==> config.mk <==
export PLATFORM = sky130hd
export DESIGN_NAME = dpcd_lt_sink
export DESIGN_NICKNAME = d
export VERILOG_FILES = /design/src/rtl/dp_sink_pkg.sv /design/src/rtl/dpcd_sink_regs.sv /design/src/rtl/dpcd_lt_sink.sv
export SDC_FILE = /design/constraint.sdc
export NUM_CORES = 1
export LEC_CHECK = 0
export CAP_MARGIN = 20
export CORE_UTILIZATION = 50
export DETAILED_ROUTE_END_ITERATION = 8
export PLACE_DENSITY_LB_ADDON = 0.08
export SKIP_CTS_REPAIR_TIMING = 1
export SYNTH_ARGS = -nofsm -noshare
export SYNTH_HDL_FRONTEND = slang
export SYNTH_HIERARCHICAL = 1
export SYNTH_SLANG_ARGS = --single-unit
==> constraint.sdc <==
create_clock -name clk -period 5.72 [get_ports clk]
set_input_delay 0.572 -clock clk [delete_from_list [all_inputs] [get_ports clk]]
set_output_delay 0.572 -clock clk [all_outputs]
set_load 0.02 [all_outputs]
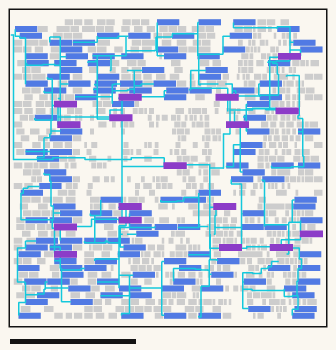
(run_1/clock_wires.png)
Scale bar: 50 µm.
flip-flops -> blue  # count 140
clock-net drivers -> purple  # count 17
clock wires -> cyan  # length 1910 µm
flops lie = widely spread
clock group total power: 0.00108 W
clk_skew: 0.00772 ns
clock share of power: 28.4%
clk_lat worst skew: 0.43 ns

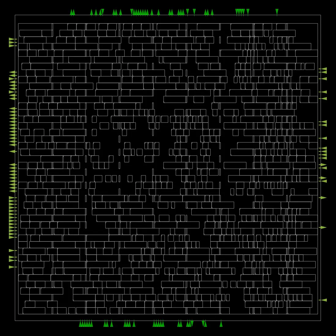
(run_1/placed.png)
# rows: 44
TAP cells: 184
flip-flop and latch count: 140
Finished Layout Cells: 1056
Util after Layout: 65.6%

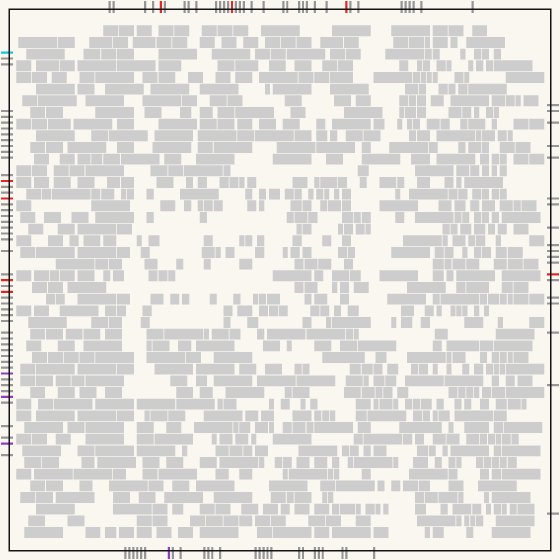
(run_1/pinout.png)
Pins as bars across the die edge, other pins in gray.
clk -> cyan  # pins 1, direction input, edge left
sink_link_bw -> red  # pins 8, direction output, edge 4 left, 3 top, 1 right
phy_eq_done -> purple  # pins 4, direction input, edge 3 left, 1 bottom
all pins by edge = 51 left, 35 top, 26 bottom, 19 right
die height: 126 µm
Port-buffer cells: 130
die width: 126 µm

==> metrics.cfg, run 1 <==
[clock_network]
cts.sinks=140
cts-buffers-inserted=17
max-clock-path-buffers=2
root_buffer=clkbuf_16
clkTransAtPathRegs_ns=0.07
htreeDepth=4
cts_tree=yes

[routing]
post_drt_via_cell_ratio=6.30
wl_per_cell_um=21.7
drc_errors=0
wl_met1_mm=10.2
drt_wl_total_mm=23.0
wl_met3_mm=1.12
vias=6657
drtIter0Drc=546
routed.top_layer=met4
met2RoutedLength_mm=11.0

[sta]
fin_crit_ns=4.67
tightest_slew_ns=1.05
period_used_pct=81.6
fin_ws_ns=1.05
setup_tns_ns=0
maxSlewViolCount=0
setup_viol=0
grt_setup_unrepaired=false
holdWs_ns=0.183
max_slew_margin_pct=29.5
clock.fmax_ghz=0.214

[power_and_ir_drop]
p_seq_share_pct=40.9
total_leakage_power_nw=3.97
total_power_w=0.00380
p_per_area_nw_per_um2=393
power_leader=registers
peakVddDrop_mv=0.216
p_comb_w=0.00117
powerSeq_w=0.00155
p_sw_w=0.00145
comb_power_share_pct=30.7

[floorplan]
fp.coreArea_um2=14800
fp_util_pct=52.0
dieArea_um2=15800

[critical_path]
reg2reg_depth=4
critPathCaptureType=output port
critPathMaxFanout=7
crit_path_top_delay_cell=nor4_1
cpLargestDelayFamily=simple AND/OR/NAND/NOR gates
critPathBufInv=1
crit_chain=nor4_1 -> nand2_1 -> nor3_1 -> a222oi_1 -> or4b_2 -> and2_1 -> clkdlybuf4s50_1
arrival_ns=4.09
criticalPathCategory=reg -> out

[place]
post-place-cells=1022
placed_area_um2=9060
place_ws_ns=1.69
place_congestion=0.958

[synthesis]
synth-simple-area-share_pct=19.8
syn_area_per_cell_um2=10.3
ys_warn_count=6
postSynthSeqShare_pct=45.7
ys_top_cells_by_area=dfrtp_1, mux2_2, a21oi_1
syn_inst=745
flop_cell=dfrtp_1
syn_area_um2=7670
edf_count=0
yosysUniqueCellTypes=68
ys_sh_xor_pct=2.05
top_logic_kind=simple AND/OR/NAND/NOR gates
ys_sh_adder_pct=0.815
synthArstFlopShare_pct=100
numSynthFlops=140
ys_cells=745

[layout]
mostFrequentLayoutCells=dfrtp_1, clkdlybuf4s50_1, mux2_2
finish.instance_area_um2=9670
drive_above_1_share_pct=16.7
fillers=1163
areaGrowthSynthToFinish_pct=26.1
lay_top_count=dfrtp_1
largest_reg_flops=32

[global_routing]
grt_overflow_total=0
grt_pass1_vias=6785
grt_max_degree=79
globalRouteMet2Util_pct=48.6
use_met1_pct=40.5
use_met3_pct=5.14
antenna_found_initial=0
grt_pass1_wl_mm=37.1

[min_path]
hold_path.class=in -> async

[status]
status=finished, final reports clean

run 1: cell usage after synthesis, types with 15 or more instances:
library cell	n
a21oi_1	43
clkbuf_1	22
dfrtp_1	140
mux2_2	84
nand2_1	54
nand3_1	24
nand4_1	21
nor2_1	37
nor3_1	29
nor4_1	23
o21ai_0	27
xnor2_1	15
run 1: layout make-up:
class | count | area [µm²] | share of cell area [%]
Sequential cell | 140 | 3500 | 36.2
Clock buffer | 17 | 425 | 4.40
Inverter | 10 | 37.5 | 0.388
Multi-Input combinational cell | 553 | 3950 | 40.8
Clock inverter | 15 | 148 | 1.53
Tap cell | 184 | 230 | 2.38
Timing Repair Buffer | 137 | 1380 | 14.3
==> run 2, diff against run 1 <==
==> constraint.sdc (replaced) <==
create_clock -name clk -period 4.7 [get_ports clk]
set_input_delay 0.47 -clock clk [delete_from_list [all_inputs] [get_ports clk]]
set_output_delay 0.47 -clock clk [all_outputs]
set_load 0.02 [all_outputs]
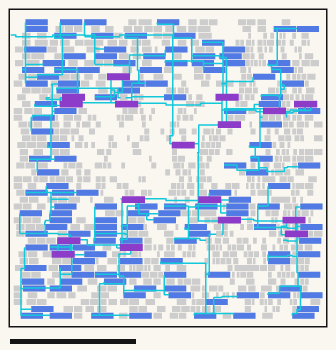
(run_2/clock_wires.png)
Scale bar: 50 µm.
clock-net drivers -> purple  # count 17
clock wires -> cyan  # length 1790 µm
flip-flops -> blue  # count 140
routed clock nets = 18
flops lie = widely spread
clk_lat worst skew: 0.42 ns
clock share of power: 27.6%
clk_skew: 0.0121 ns
clock group total power: 0.00127 W

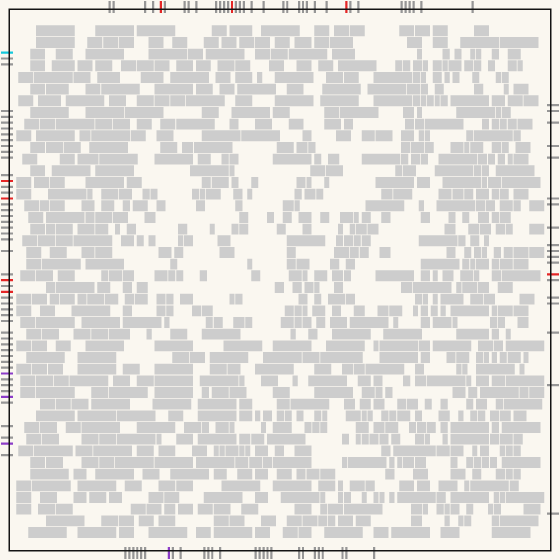
(run_2/pinout.png)
Pins as bars across the die edge, other pins in gray.
phy_eq_done -> purple  # pins 4, direction input, edge 3 left, 1 bottom
sink_link_bw -> red  # pins 8, direction output, edge 4 left, 3 top, 1 right
clk -> cyan  # pins 1, direction input, edge left
all pins by edge = 51 left, 35 top, 26 bottom, 19 right

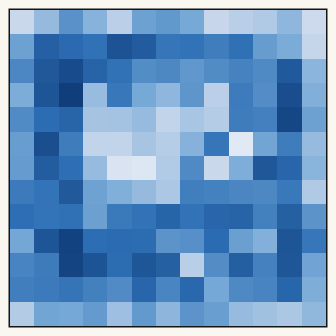
(run_2/util_map.png)
13 x 13 tiles, from white (low) to dark blue (high), 0 to 100% covered.
emptiest ninth of the die = center
fullest tile = 94%
mean over tiles = 60%
tiles over 75% full = 24%
floorplan core density: 52.0%
Util after Layout: 65.6%
core area: 14800 µm²

==> metrics.cfg, run 2 <==
[clock_network]
max-clock-path-buffers=2
cts-buffers-inserted=17
clkTransAtPathRegs_ns=0.06
root_buffer=clkbuf_16
htreeDepth=4
cts_tree=yes
cts.sinks=140

[sta]
finalHoldViolations=0
fin_crit_ns=4.32
clock.fmax_ghz=0.231
setup_viol=0
tightest_slew_ns=1.04
period_used_pct=92.0
setup_tns_ns=0
maxSlewViolCount=0
grt_setup_unrepaired=false
max_slew_margin_pct=30.7

[global_routing]
use_met3_pct=6.03
grt_max_degree=101
antenna_found_initial=0
globalRouteMet2Util_pct=50.7
use_met1_pct=37.8
grt_pass1_wl_mm=36.4
grt_overflow_total=0
grt_usage_pct=30.0
busiest_layer=met2
grt_pass1_vias=6735

[layout]
sh_seq_area_pct=36.2
finish.instance_area_um2=9680
fillers=1183
lay_top_count=dfrtp_1
n_antenna_cell=0
buf_share_pct=14.5
inverters=10
drive_above_1_share_pct=17.0
largest_class=combinational gates
mostFrequentLayoutCells=dfrtp_1, clkdlybuf4s50_1, mux2_2
seqCellArea_um2=3500
comb_area_share_pct=40.8
largest_reg_flops=32
layout.clock.cell_area_share_pct=5.75
signal_buffers=140
nClkBuffers=19
logic_area_um2=3950
logic_gates=553
ff_count=140
finalNetCount=938
areaGrowthSynthToFinish_pct=26.2

[synthesis]
ys_warn_count=6
top_cell=dfrtp_1
ys_cells=745
edf_count=0
ys_top_cells_by_area=dfrtp_1, mux2_2, a21oi_1
synthArstFlopShare_pct=100
ys_area_um2=7670
synthAoiAreaFrac_pct=12.9
synth_nets=821
syn_inst=745
synth-simple-area-share_pct=19.8
syn_area_per_cell_um2=10.3
syn_area_um2=7670
ys_sh_adder_pct=0.815
top_cell_area_share_pct=45.7
yosysUniqueCellTypes=68
top_logic_kind=simple AND/OR/NAND/NOR gates
synthTopCellsByCount=dfrtp_1, mux2_2, nand2_1
ys_sh_xor_pct=2.05
flop_cell=dfrtp_1
synth_top_cell_by_area=dfrtp_1
postSynthSeqShare_pct=45.7
numSynthFlops=140
synth.mux.area_fraction_pct=15.7

[power_and_ir_drop]
total_leakage_power_nw=3.98
peakVddDrop_mv=0.296
p_per_area_nw_per_um2=475

[critical_path]
worst_ep_required_time_ns=4.23
critPathMaxFanout=10
arrival_ns=3.85
cp-start-kind=flip-flop
criticalPathCategory=reg -> out
r2r_slack_ns=1.65
path_common_cell=or4_1
critPathCaptureType=output port
max_stage_delay_ns=0.66
reg2reg_depth=4
crit_chain=or4_1 -> or4_1 -> nor3_1 -> a222oi_1 -> or4b_2 -> and2_1 -> clkdlybuf4s50_1
crit_path_top_delay_cell=or4_1

[routing]
drc_errors=0
met2RoutedLength_mm=11.5
drt_wl_total_mm=23.5
routed.top_layer=met4
ant_nets=0
wl_met3_mm=1.25
wl_per_cell_um=22.2
post_drt_via_cell_ratio=6.27
vias=6645
wl_met1_mm=10.0
firstDrtPassIters=7
drtIter0Drc=541

[place]
place_congestion=0.941
port_buffers=130
placed_area_um2=9080
dp_hpwl_mm=16.8

[min_path]
hold_path.class=in -> async

[floorplan]
row_count=44
num_tap_cells=184
boundaryPins=131
dieArea_um2=15800
dieWidth_um=126
die_h_um=126

[status]
status=finished, final reports clean

[run]
log.warning_count=31
maxCapViolCount=0

-- run 2: critical path: cells and delay by family, from the launching register on --
family          cells  cell delay, ns
compound gates      1            0.14
buf+inv             1            0.61
flops               1            0.48
simple gates        5            2.20
-- run 2: stage by stage --
step | utilization (%) | hold WS [ns] | std cells | power, W | setup WS [ns]
floorplan | - | 0.174 | 745 | 0.00280 | 1.73
global placement | 61.6 | 0.462 | 1025 | 0.00323 | 0.994
detailed placement | 61.6 | 0.482 | 1025 | 0.00329 | 0.919
CTS | 65.3 | 0.177 | 1057 | 0.00457 | 0.450
global route | 65.6 | 0.191 | 1059 | 0.00483 | 0.280
finish | 65.6 | 0.127 | 1059 | 0.00460 | 0.378
-- run 2: where the power goes --
group	internal (W)	switching (W)
clock	0.000713	0.000555
combinational	0.000656	0.000780
sequential	0.00150	0.000399
Power and IR drop assume default switching activity.
